### The metal 2 layer

(3 px per um)
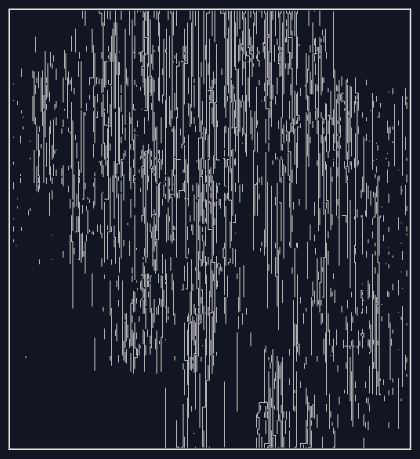
### I/O pins on the die edge

(3 px per um) Pins as bars across the die edge, other pins in gray.
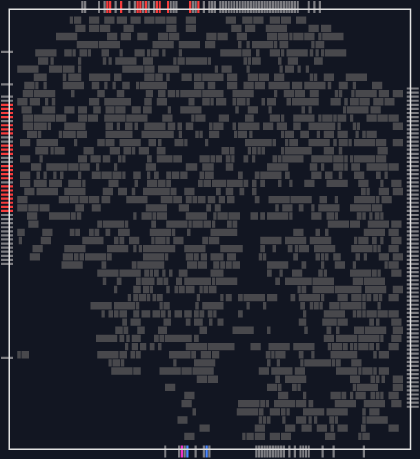
### Metal layers overlaid

(2 px per um) Only two layers are drawn.
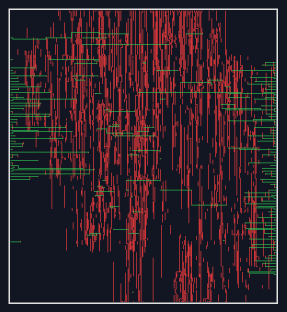
### Placed standard cells

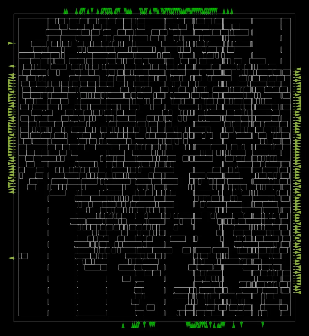
### Nets reached from selected ports

(2 px per um)
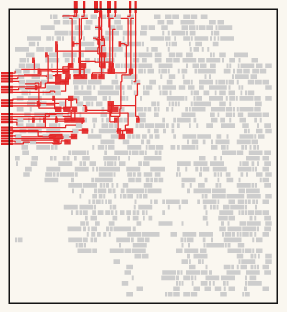
==> config.mk <==
export PLATFORM = sky130hd
export DESIGN_NAME = apb_lsu_master
export DESIGN_NICKNAME = d
export VERILOG_FILES = /design/src/rtl/lsu_pkg.sv /design/src/rtl/lsu_lane_align.sv /design/src/rtl/apb_lsu_master.sv
export SDC_FILE = /design/constraint.sdc
export NUM_CORES = 1
export LEC_CHECK = 0
export CORE_ASPECT_RATIO = 1.1
export CORE_MARGIN = 2
export CORE_UTILIZATION = 30
export CTS_BUF_LIST = sky130_fd_sc_hd__clkbuf_4 sky130_fd_sc_hd__clkbuf_8 sky130_fd_sc_hd__clkbuf_16
export DETAILED_ROUTE_END_ITERATION = 7
export GPL_TIMING_DRIVEN = 0
export PLACE_DENSITY = 0.59
export SKIP_CTS_REPAIR_TIMING = 1
export SLEW_MARGIN = 30
export SYNTH_ARGS = -nofsm -noshare
export SYNTH_HDL_FRONTEND = slang
export SYNTH_SLANG_ARGS = --single-unit
==> constraint.sdc <==
create_clock -name clk -period 3.2 [get_ports clk]
set_clock_uncertainty 0.05 [all_clocks]
set_input_delay 0.32 -clock clk [delete_from_list [all_inputs] [get_ports clk]]
set_output_delay 0.32 -clock clk [all_outputs]
set_load 0.005 [all_outputs]
==> src/rtl/lsu_pkg.sv <==
// Shared constants for the APB load/store unit: funct3 access codes, error causes, FSM encoding.
package lsu_pkg;

  localparam int unsigned DATA_W = 32;
  localparam int unsigned STRB_W = DATA_W / 8;

  localparam logic [2:0] F3_LB  = 3'b000;
  localparam logic [2:0] F3_LH  = 3'b001;
  localparam logic [2:0] F3_LW  = 3'b010;
  localparam logic [2:0] F3_LBU = 3'b100;
  localparam logic [2:0] F3_LHU = 3'b101;
  localparam logic [2:0] F3_SB  = 3'b000;
  localparam logic [2:0] F3_SH  = 3'b001;
  localparam logic [2:0] F3_SW  = 3'b010;

  localparam logic [1:0] ERR_NONE    = 2'b00;
  localparam logic [1:0] ERR_ALIGN   = 2'b01;
  localparam logic [1:0] ERR_SLV     = 2'b10;
  localparam logic [1:0] ERR_TIMEOUT = 2'b11;

  localparam logic [1:0] ST_IDLE_ENC   = 2'd0;
  localparam logic [1:0] ST_SETUP_ENC  = 2'd1;
  localparam logic [1:0] ST_ACCESS_ENC = 2'd2;
  localparam logic [1:0] ST_RESP_ENC   = 2'd3;

  typedef enum logic [1:0] {
    ST_IDLE   = ST_IDLE_ENC,
    ST_SETUP  = ST_SETUP_ENC,
    ST_ACCESS = ST_ACCESS_ENC,
    ST_RESP   = ST_RESP_ENC
  } lsu_state_e;

endpackage

==> src/rtl/lsu_lane_align.sv <==
// Byte-lane steering for stores, lane extraction/extension for loads, and size/alignment legality.
module lsu_lane_align
  import lsu_pkg::*;
(
  input  logic              is_write,
  input  logic [2:0]        funct3,
  input  logic [1:0]        addr_lo,
  input  logic [DATA_W-1:0] wdata,
  input  logic [DATA_W-1:0] prdata,
  output logic [DATA_W-1:0] pwdata_c,
  output logic [STRB_W-1:0] pstrb_c,
  output logic [DATA_W-1:0] rdata_c,
  output logic              align_ok_c
);

  logic       legal_size;
  logic       aligned;
  logic [7:0]  byte_sel;
  logic [15:0] half_sel;

  always_comb begin
    legal_size = 1'b0;
    aligned    = 1'b0;
    byte_sel   = prdata[7:0];
    half_sel   = addr_lo[1] ? prdata[31:16] : prdata[15:0];
    pwdata_c   = wdata;
    pstrb_c    = 4'b1111;
    rdata_c    = prdata;

    if (is_write) begin
      legal_size = (funct3 == F3_SB) || (funct3 == F3_SH) || (funct3 == F3_SW);
    end else begin
      legal_size = (funct3 == F3_LB) || (funct3 == F3_LH) || (funct3 == F3_LW) ||
                   (funct3 == F3_LBU) || (funct3 == F3_LHU);
    end

    case (funct3[1:0])
      2'b00:   aligned = 1'b1;
      2'b01:   aligned = ~addr_lo[0];
      2'b10:   aligned = (addr_lo == 2'b00);
      default: aligned = 1'b0;
    endcase
    align_ok_c = legal_size & aligned;

    case (addr_lo)
      2'd0:    byte_sel = prdata[7:0];
      2'd1:    byte_sel = prdata[15:8];
      2'd2:    byte_sel = prdata[23:16];
      default: byte_sel = prdata[31:24];
    endcase

    // funct3[2] selects zero extension for LBU/LHU
    case (funct3[1:0])
      2'b00: begin
        pwdata_c = {4{wdata[7:0]}};
        pstrb_c  = 4'(4'b0001 << addr_lo);
        rdata_c  = funct3[2] ? {24'h0, byte_sel} : {{24{byte_sel[7]}}, byte_sel};
      end
      2'b01: begin
        pwdata_c = {2{wdata[15:0]}};
        pstrb_c  = 4'(4'b0011 << addr_lo);
        rdata_c  = funct3[2] ? {16'h0, half_sel} : {{16{half_sel[15]}}, half_sel};
      end
      default: begin
        pwdata_c = wdata;
        pstrb_c  = 4'b1111;
        rdata_c  = prdata;
      end
    endcase
  end

endmodule

==> src/rtl/apb_lsu_master.sv <==
// Turns level-held load/store requests into single APB4 transfers with a one-cycle mem_ready pulse.
module apb_lsu_master
  import lsu_pkg::*;
#(
  parameter int unsigned ADDR_W         = 32,
  parameter int unsigned TIMEOUT_CYCLES = 256
) (
  input  logic              clk,
  input  logic              rst,
  input  logic              mem_read_en,
  input  logic              mem_write_en,
  input  logic [31:0]       mem_addr,
  input  logic [DATA_W-1:0] mem_wdata,
  input  logic [2:0]        mem_funct3,
  output logic              mem_ready,
  output logic [DATA_W-1:0] mem_rdata,
  output logic              mem_err,
  output logic [1:0]        mem_err_cause,
  output logic [ADDR_W-1:0] paddr,
  output logic              psel,
  output logic              penable,
  output logic              pwrite,
  output logic [DATA_W-1:0] pwdata,
  output logic [STRB_W-1:0] pstrb,
  output logic [2:0]        pprot,
  input  logic [DATA_W-1:0] prdata,
  input  logic              pready,
  input  logic              pslverr
);

  localparam int unsigned CNT_W      = (TIMEOUT_CYCLES > 1) ? $clog2(TIMEOUT_CYCLES + 1) : 1;
  localparam bit          TIMEOUT_EN = (TIMEOUT_CYCLES != 0);

  lsu_state_e state_q, state_d;

  logic [ADDR_W-1:0] paddr_q, paddr_d;
  logic              psel_q, psel_d;
  logic              penable_q, penable_d;
  logic              pwrite_q, pwrite_d;
  logic [DATA_W-1:0] pwdata_q, pwdata_d;
  logic [STRB_W-1:0] pstrb_q, pstrb_d;
  logic              ready_q, ready_d;
  logic              err_q, err_d;
  logic [1:0]        cause_q, cause_d;
  logic [DATA_W-1:0] rdata_q, rdata_d;
  logic [CNT_W-1:0]  cnt_q, cnt_d;
  logic [2:0]        funct3_q, funct3_d;
  logic [1:0]        addr_lo_q, addr_lo_d;

  logic              req_c;
  logic              req_write_c;
  logic              lane_write;
  logic [2:0]        lane_funct3;
  logic [1:0]        lane_addr_lo;
  logic [DATA_W-1:0] lane_pwdata;
  logic [STRB_W-1:0] lane_pstrb;
  logic [DATA_W-1:0] lane_rdata;
  logic              lane_align_ok;
  logic [CNT_W-1:0]  cnt_inc;

  assign req_c       = mem_read_en | mem_write_en;
  assign req_write_c = mem_write_en & ~mem_read_en;
  assign cnt_inc     = cnt_q + CNT_W'(1);

  // In IDLE the lane logic sees the live request; afterwards it sees the captured access.
  assign lane_write   = (state_q == ST_IDLE) ? req_write_c       : pwrite_q;
  assign lane_funct3  = (state_q == ST_IDLE) ? mem_funct3        : funct3_q;
  assign lane_addr_lo = (state_q == ST_IDLE) ? mem_addr[1:0]     : addr_lo_q;

  lsu_lane_align u_lane_align (
    .is_write   (lane_write),
    .funct3     (lane_funct3),
    .addr_lo    (lane_addr_lo),
    .wdata      (mem_wdata),
    .prdata     (prdata),
    .pwdata_c   (lane_pwdata),
    .pstrb_c    (lane_pstrb),
    .rdata_c    (lane_rdata),
    .align_ok_c (lane_align_ok)
  );

  always_ff @(posedge clk) begin
    if (rst) begin
      state_q   <= ST_IDLE;
      paddr_q   <= '0;
      psel_q    <= 1'b0;
      penable_q <= 1'b0;
      pwrite_q  <= 1'b0;
      pwdata_q  <= '0;
      pstrb_q   <= '0;
      ready_q   <= 1'b0;
      err_q     <= 1'b0;
      cause_q   <= ERR_NONE;
      rdata_q   <= '0;
      cnt_q     <= '0;
      funct3_q  <= '0;
      addr_lo_q <= '0;
    end else begin
      state_q   <= state_d;
      paddr_q   <= paddr_d;
      psel_q    <= psel_d;
      penable_q <= penable_d;
      pwrite_q  <= pwrite_d;
      pwdata_q  <= pwdata_d;
      pstrb_q   <= pstrb_d;
      ready_q   <= ready_d;
      err_q     <= err_d;
      cause_q   <= cause_d;
      rdata_q   <= rdata_d;
      cnt_q     <= cnt_d;
      funct3_q  <= funct3_d;
      addr_lo_q <= addr_lo_d;
    end
  end

  always_comb begin
    state_d   = state_q;
    paddr_d   = paddr_q;
    psel_d    = psel_q;
    penable_d = penable_q;
    pwrite_d  = pwrite_q;
    pwdata_d  = pwdata_q;
    pstrb_d   = pstrb_q;
    ready_d   = 1'b0;
    err_d     = 1'b0;
    cause_d   = cause_q;
    rdata_d   = rdata_q;
    cnt_d     = cnt_q;
    funct3_d  = funct3_q;
    addr_lo_d = addr_lo_q;

    case (state_q)
      ST_IDLE: begin
        if (req_c) begin
          funct3_d  = mem_funct3;
          addr_lo_d = mem_addr[1:0];
          pwrite_d  = req_write_c;
          cnt_d     = '0;
          if (lane_align_ok) begin
            cause_d  = ERR_NONE;
            paddr_d  = ADDR_W'({mem_addr[31:2], 2'b00});
            pwdata_d = lane_pwdata;
            pstrb_d  = req_write_c ? lane_pstrb : '0;
            psel_d   = 1'b1;
            state_d  = ST_SETUP;
          end else begin
            cause_d = ERR_ALIGN;
            ready_d = 1'b1;
            err_d   = 1'b1;
            state_d = ST_RESP;
          end
        end
      end

      ST_SETUP: begin
        penable_d = 1'b1;
        state_d   = ST_ACCESS;
      end

      ST_ACCESS: begin
        if (pready) begin
          psel_d    = 1'b0;
          penable_d = 1'b0;
          if (!pwrite_q) begin
            rdata_d = lane_rdata;
          end
          cause_d = pslverr ? ERR_SLV : ERR_NONE;
          err_d   = pslverr;
          ready_d = 1'b1;
          state_d = ST_RESP;
        end else if (TIMEOUT_EN && (cnt_inc == CNT_W'(TIMEOUT_CYCLES))) begin
          psel_d    = 1'b0;
          penable_d = 1'b0;
          cnt_d     = cnt_inc;
          cause_d   = ERR_TIMEOUT;
          err_d     = 1'b1;
          ready_d   = 1'b1;
          state_d   = ST_RESP;
        end else if (TIMEOUT_EN) begin
          cnt_d = cnt_inc;
        end
      end

      ST_RESP: begin
        state_d = ST_IDLE;
      end

      default: begin
        state_d = ST_IDLE;
      end
    endcase
  end

  assign paddr         = paddr_q;
  assign psel          = psel_q;
  assign penable       = penable_q;
  assign pwrite        = pwrite_q;
  assign pwdata        = pwdata_q;
  assign pstrb         = pstrb_q;
  assign pprot         = 3'b000;
  assign mem_ready     = ready_q;
  assign mem_err       = err_q;
  assign mem_err_cause = cause_q;
  assign mem_rdata     = rdata_q;

endmodule

==> reports/metrics.csv <==
metric;value;unit
switchingPower;2.83;mW
final_util;46.5;%
area_leaders;dfxtp_1, nand2_1, a21oi_1;
critPathMaxStageDelay;0.70;ns
inv_count;6;
yosys.cell_count.top_type;nand2_1;
dr.pass1.iters;6;
antenna_cells;0;
critical_path_buf_inv_count;3;
drt_iter0_drc;397;
avgViaCountPerCell;4.98;
logic_gate_count;488;
critPathRequiredTime;3.42;ns
timing.final.hold_violations;0;
highest_layer;met4;
syn_inst;666;
instances_no_fill;1150;
yosys.cell_types.count;58;
ys_warn_count;0;
die_h;146;um
comb_power;3.49;mW
top_cells_by_count;nand2_1, dfxtp_1, a21oi_1;
wl_per_cell;17.0;um
ys_sh_simple;19.6;%
vdd_drop_max;0.416;mV
period_needed;2.93;ns
edf_count;0;
crit_family;AND-OR/OR-AND gates;
worst_ep_arrival_time;3.15;ns
p_clk_share;25.3;%
warnings;27;
rr_worst_depth;8;
hold_start;mem_addr[1];
final_common_cell;clkdlybuf4s50_1;
p_leak;3.05;nW
gp_congestion;0.840;
min_path_type;input pin to register;
dp_hpwl;14.5;mm
worst_path_max_delay_cell;a21oi_1;
fp_util;30.3;%
largestClassByArea;logic gates;
wl_met3;1.65;mm
synthFlopType;dfxtp_1;
cts_max_level;4;
clock_power;1.92;mW
yosys_area;5510;um2
tapCellCount;243;
dr_wl_met2;9.12;mm
fin_crit_sh;91.6;%
slew_headroom;41.8;%
grt_pass1_vias;5519;
ys_sh_aoi;25.8;%
grt_antenna_before_repair;0;
root_buffer;clkbuf_16;
hold-path-endpoint;addr_lo_q[1];
power.density;895;nW/um2
avgSynthCellArea;8.28;um2
antenna_left;0;
postSynthSeqShare;43.9;%
grt_pass1_wl;30.1;mm
ff_count;121;
rsz0062_at_grt;false;
reg2reg_from;state_q[0];
fill_cells;1799;
ys_ff;121;
power_leader;combinational logic;
combinationalPowerShare;46.0;%
combGateArea;2820;um2
worst_slew_pin_slew;0.874;ns
clk_path_buf_depth;2;
netSwitchingFraction;37.2;%
dp_slack;0.366;ns
tns;0;ns
layout.nets;1002;
cts.sinks;121;
clkTransAtPathRegs;0.06;ns
synthArstFlopShare;0;%
seq_cell_power;2.18;mW
grt_max_degree;17;
status;finished, final reports clean;
sh_comb_area;33.2;%
grt_busiest_layer;met2;
## Picture notes: 'The metal 2 layer'
main direction	vertical
nets with wire on the layer	818
share of all routed wire	47%
longest straight run	50.7 um
met2 GRT Util: 32.5%
WL final: 19.5 mm

## Picture notes: 'I/O pins on the die edge'
color	port	pins	direction	edge
blue	`mem_err_cause`	2	output	south
red	`prdata`	32	input	21 west, 11 north
magenta	`pslverr`	1	input	south
all pins by edge	79 east, 62 north, 45 west, 29 south

## Picture notes: 'Metal layers overlaid'
color	layer	wire length
green	met3	1650 um
red	met2	9120 um

## Picture notes: 'Placed standard cells'
Core Region: 18200 um2
FP Rows: 52

## Picture notes: 'Nets reached from selected ports'
color	port	direction	end cells	buffers	wire
red	`prdata`	input	52	32	1310 um
Port Buffer Count: 205
I/O pin count: 215

